### Port wiring, run 1

(4 px per µm)
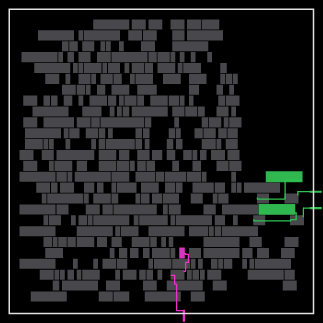
### Placement density heat map, run 1

(4 px per µm) 8 x 8 tiles, from dark blue (low) to red (high), 0 to 100% covered.
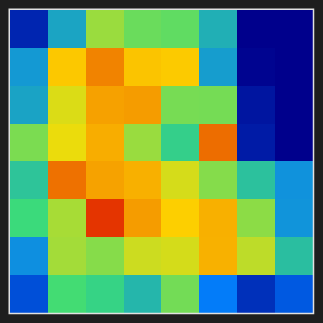
### Placement view, run 1

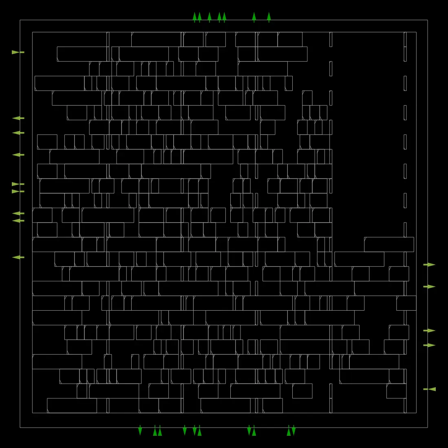
### Signal wires on met1, run 1

(6 px per µm) Supply wires on this layer in gray.
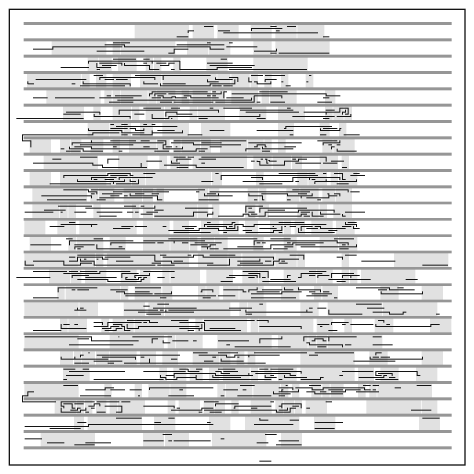
Design snn_reward_window, sky130hd; sources not shown.
==> results.json, run 1 <==
{
  "yosys_area_um2": 2467,
  "critPathSlowestCell": "dfrtp_1",
  "antenna_left": 0,
  "place_area_um2": 2836,
  "top_area_cell": "dfrtp_1",
  "grt_pass1_vias": 1951,
  "clkTransAtPathRegs_ps": 80,
  "num_antenna_cells": 0,
  "antenna_found_initial": 0,
  "yosys_warnings": 0,
  "crit_arrival_ps": 2640,
  "cellPowerDensity_nw_per_um2": 976.8,
  "tns_ps": 0,
  "top_cells_by_area": "dfrtp_1 34%, ha_1 13%, inv_1 4.6%",
  "most_common_cell": "dfrtp_1",
  "dpl.cell_count": 369,
  "worst_slack_ps": 161.4,
  "synth_top_area_share_pct": 34.48,
  "area_growth_pct": 20.54,
  "flop_cell": "dfrtp_1",
  "grtUsageTotal_pct": 21.97,
  "yosys_cells": 272,
  "cts_max_path_buffers": 2,
  "die_h_um": 75.70,
  "drtPass1Iterations": 4,
  "outcome": "complete, no violations",
  "layout-drive-gt1-share_pct": 7.492,
  "maxSlewHeadroom_pct": 65.47,
  "async_flop_share_pct": 100.0,
  "cts_resized": 0,
  "avgSynthCellArea_um2": 9.071,
  "nets": 342,
  "fp_nets": 308,
  "die_w_um": 75.70,
  "design_area_um2": 2974,
  "synth_flops": 34,
  "cts_tree": "yes",
  "routedWlPerCell_um": 15.21,
  "ys_types": 49,
  "hpwl_um": 4293,
  "ctsHoldBuffers": 0,
  "grt_pass1_wl_um": 9356,
  "numCtsBuffers": 5,
  "fmax_mhz": 405.1,
  "tool_warnings": 38,
  "max-vdd-ir-drop_uv": 621.3,
  "worstRegToRegCells": 9,
  "cap_violations": 0,
  "hold_violations": 0,
  "hold_class": "input port to asynchronous set/reset pin",
  "critPathMaxStageDelay_ps": 440,
  "period_needed_ps": 2469,
  "finalClockPeriodUsage_pct": 93.86,
  "synth_area_um2": 2467,
  "leakagePower_nw": 1.358,
  "criticalPathCategory": "flip-flop to flip-flop",
  "ys_seq_share_pct": 34.48,
  "place.gp.congestion": 0.9181,
  "viasPerCell": 5.525,
  "cp-start-kind": "flip-flop",
  "post_cts_buffers": 0,
  "finalSetupViolCount": 0,
  "cp_data_required_time_ps": 2800,
  "cts_root_buf": "clkbuf_8"
}
-- 'Port wiring' (at the start) --
[`target`] magenta | bits: 1 | direction: input | edge: bottom | end cells: 1 | buffers: 1 | wire: 18.9 µm
[`winner`] green | bits: 2 | direction: output | edge: right | end cells: 2 | buffers: 2 | wire: 37.2 µm
IO Count: 31
IO Port Bufs: 30

-- 'Placement density heat map' (at the start) --
mean over tiles: 50%
tiles over 75% full: 25%
emptiest ninth of the die: top right
fullest tile: 94%
nearly empty tiles: 9.4%
Finished Core Util: 58.98%
Initial Utilization: 48.93%
Core ar.: 5042 µm²

-- 'Placement view' (at the start) --
Non-Filler Instances: 377
flip-flops: 34
flop share of the area: 28.61%
tapcell count: 70
fillcell total: 455

-- 'Signal wires on met1' (at the start) --
nets with wire on the layer: 303
wire length on this layer: 2720 µm
main direction: horizontal
longest straight run: 23.5 µm
share of all routed wire: 47%
Vias: 2083
Routed WL: 5733 µm

run 1: stage by stage:
stage | hold WS, ps | power (W)
6_report | 383.0 | 0.002905
4_1_cts | 401.2 | 0.002915
2_1_floorplan | -32.59 | 0.001924
3_3_place_gp | 467.5 | 0.002273
3_5_place_dp | 474.9 | 0.002301
5_1_grt | 443.4 | 0.003104
run 1: kinds of logic after synthesis:
group	count (synthesis)	synth area share, %
AND-OR/OR-AND	64	19.27
XOR/XNOR	16	5.679
adder cells (fa/ha/maj)	27	14.30
buffers and inverters	38	6.845
flip-flops	34	34.48
multiplexers	3	1.217
AND/OR/NAND/NOR	90	18.20
run 1: cells in the final DEF, fill, tap and decap left out, drive strengths merged, types with 5 or more instances in the layout:
master / instances
a21oi: 10
inv: 30
buf: 5
ha: 25
nand4: 7
o21ai: 16
clkbuf: 5
xnor2: 12
nor2: 22
dfrtp: 34
o31ai: 6
a22o: 6
nand3: 8
nand2: 30
clkdlybuf4s50: 30
run 1: area by class of cell:
| type | instances | area [µm²] |
|---|---|---|
| timing repair buffer | 35 | 337.8 |
| clock buffer | 5 | 68.82 |
| multi-input combinational | 200 | 1448 |
| sequential | 34 | 850.8 |
| clock inverter | 3 | 68.82 |
| inverter | 30 | 112.6 |
| fill | 455 | 2068 |
| tap | 70 | 87.58 |
run 1: metal layers:
metal	vias up	part of all wire, %	global-route usage [%]
li1	1020	-	-
met2	57	45	34.01
met5	-	0	0
met3	15	4.5	4.233
met4	0	3.2	9.747
met1	991	47	29.99
run 1: power breakdown:
group          leakage (nW)  total, W  internal (W)  switching, W
Combinational         0.838   0.00153      0.000644      0.000891
Sequential            0.451  0.000772      0.000654      0.000118
Clock                0.0683  0.000598      0.000380      0.000218
run 1: worst max-delay path: cells and delay by family (launching register included):
family | cells | cell delay (ps)
simple gates | 1 | 360
mux | 1 | 220
compound gates | 4 | 660
buf+inv | 1 | 60
fa+ha+maj | 2 | 600
flops | 1 | 440
### Cells colored by class, run 1

(4 px per µm)
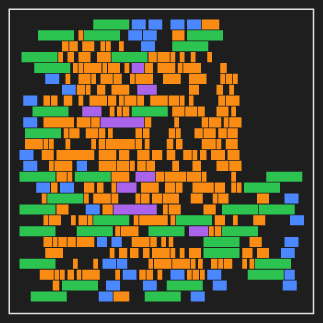

==> run 2, diff against run 1 <==
--- a/config.mk
+++ b/config.mk
@@ -5,7 +5,6 @@
 export SDC_FILE = /design/constraint.sdc
 export NUM_CORES = 1
 export LEC_CHECK = 0
-export CORE_MARGIN = 2
 export CORE_UTILIZATION = 48
 export DETAILED_ROUTE_END_ITERATION = 8
 export PLACE_DENSITY = 0.71
### Cells colored by class, run 2

(4 px per µm)
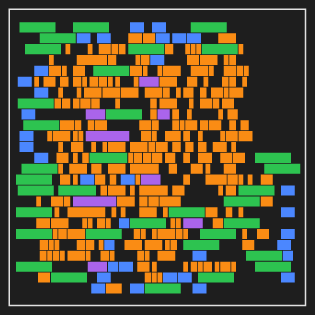
[clock drivers and dummy loads] purple | cells: 8 | share of their area: 4.8%
[remaining buffers and delay cells] blue | cells: 34 | share of their area: 11%
[sequential cells] green | cells: 34 | share of their area: 30%
[remaining logic cells] orange | cells: 230 | share of their area: 54%
Core ar.: 4848 µm²
row count: 25

### Placement density heat map, run 2

(4 px per µm) 7 x 7 tiles, from dark blue (low) to red (high), 0 to 100% covered.
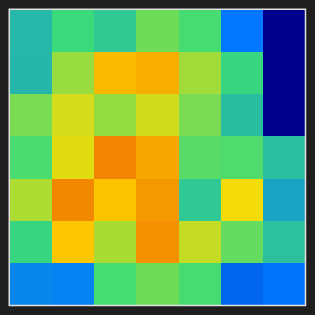
fullest tile: 85%
mean over tiles: 53%
emptiest ninth of the die: top right
nearly empty tiles: 6.1%
Initial Utilization: 50.89%
Finished Core Util: 61.16%

### Port wiring, run 2

(4 px per µm)
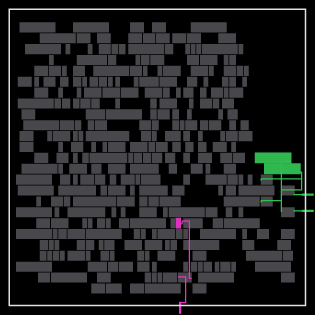
[`winner`] green | bits: 2 | direction: output | edge: right | end cells: 2 | buffers: 2 | wire: 45.2 µm
[`target`] magenta | bits: 1 | direction: input | edge: bottom | end cells: 1 | buffers: 1 | wire: 27.6 µm

==> results.json, run 2 <==
{
  "outcome": "complete, no violations",
  "yosys_area_um2": 2467,
  "criticalPathCategory": "flip-flop to flip-flop",
  "hold_violations": 0,
  "cp-start-kind": "flip-flop",
  "top_cells_by_area": "dfrtp_1 34%, ha_1 13%, inv_1 4.6%",
  "dpl.cell_count": 365,
  "crit_buf_inv": 1,
  "wirelength_um": 5632,
  "hpwl_um": 4234,
  "die_h_um": 73.70,
  "maxSlewHeadroom_pct": 63.35,
  "critPathSlowestCell": "dfrtp_2",
  "num_antenna_cells": 0,
  "clkTransAtPathRegs_ps": 80,
  "dr_total_vias": 2062,
  "fp_nets": 308,
  "grt_pass1_wl_um": 9453,
  "synth_flops": 34,
  "antenna_left": 0,
  "grt_pass1_vias": 2018,
  "numCtsBuffers": 5,
  "most_common_cell": "dfrtp_1",
  "finalSetupViolCount": 0,
  "cp_top_family": "AND-OR/OR-AND gates",
  "place.gp.congestion": 0.8837,
  "hold_class": "input port to asynchronous set/reset pin",
  "max-vdd-ir-drop_uv": 521.4,
  "async_flop_share_pct": 100.0,
  "routedWlPerCell_um": 15.10,
  "period_needed_ps": 2398,
  "viasPerCell": 5.528,
  "cellPowerDensity_nw_per_um2": 975.6,
  "cts_tree": "yes",
  "ys_seq_share_pct": 34.48,
  "cap_violations": 0,
  "antenna_found_initial": 0,
  "post_cts_buffers": 0,
  "top_area_cell": "dfrtp_1",
  "nets": 341,
  "ys_types": 49,
  "critPathMaxStageDelay_ps": 410,
  "worst_slack_ps": 231.8,
  "ctsHoldBuffers": 0,
  "finalClockPeriodUsage_pct": 91.19,
  "flop_cell": "dfrtp_1",
  "yosys_cells": 272,
  "cp_data_required_time_ps": 2810,
  "layout_top_cell": "dfrtp_1",
  "synth_area_um2": 2467,
  "finalNonFillerCells": 373,
  "die_w_um": 73.70,
  "layout-drive-gt1-share_pct": 7.843,
  "drtPass1Iterations": 4,
  "synth_top_area_share_pct": 34.48,
  "crit_cells": 9,
  "area_growth_pct": 20.18
}
run 2: cell counts after synthesis:
Identical to the previous run, type by type.
run 2: kinds of logic after synthesis:
family,after synthesis,synth area share (%)
adder cells (fa/ha/maj),27,14.30
buffers and inverters,38,6.845
AND/OR/NAND/NOR,90,18.20
flip-flops,34,34.48
AND-OR/OR-AND,64,19.27
multiplexers,3,1.217
XOR/XNOR,16,5.679
run 2: area by class of cell:
class | count | area, µm²
Clock buffer | 5 | 68.82
Clock inverter | 3 | 68.82
Fill cell | 415 | 1883
Inverter | 30 | 112.6
Multi-Input combinational cell | 200 | 1448
Sequential cell | 34 | 853.3
Tap cell | 67 | 83.83
Timing Repair Buffer | 34 | 330.3
run 2: what timing repair did:
action                                 CTS  global route
setup endpoints to repair                0             2
endpoints found under the hold margin    0             0
gates resized                            0             2
run 2: metrics by stage:
step | instance area [µm²] | hold slack [ps] | util [%] | power [W]
6_report | 2965 | 370.6 | 61.16 | 0.002893
5_1_grt | 2965 | 429.7 | 61.16 | 0.003103
4_1_cts | 2963 | 397.9 | 61.11 | 0.002901
3_5_place_dp | 2825 | 473.2 | 58.27 | 0.002286
3_3_place_gp | 2825 | 466.7 | 58.27 | 0.002266
2_1_floorplan | 2467 | -32.59 | - | 0.001924
run 2: power by group:
group          switching [W]  total, W  leakage, nW  internal, W
Clock               0.000218  0.000598       0.0683     0.000380
Sequential          0.000116  0.000772        0.448     0.000656
Combinational       0.000883   0.00152        0.833     0.000640
run 2: worst register-to-register path, stage by stage, from the launching register on:
cell,delay [ps]
dfrtp_2,410
ha_1,170
inv_1,50
fa_1,400
a21o_1,180
a21oi_1,220
mux2i_1,210
o2111ai_1,130
nor4b_2,390
o31ai_1,120
run 2: per-layer routing:
metal,vias to the layer above,wire length (µm),track usage [%]
met1,993,2740,30.78
li1,1023,-,-
met4,0,94,8.333
met5,-,0,0
met3,10,210,5.487
met2,36,2587,37.41
Power and IR drop assume default switching activity.
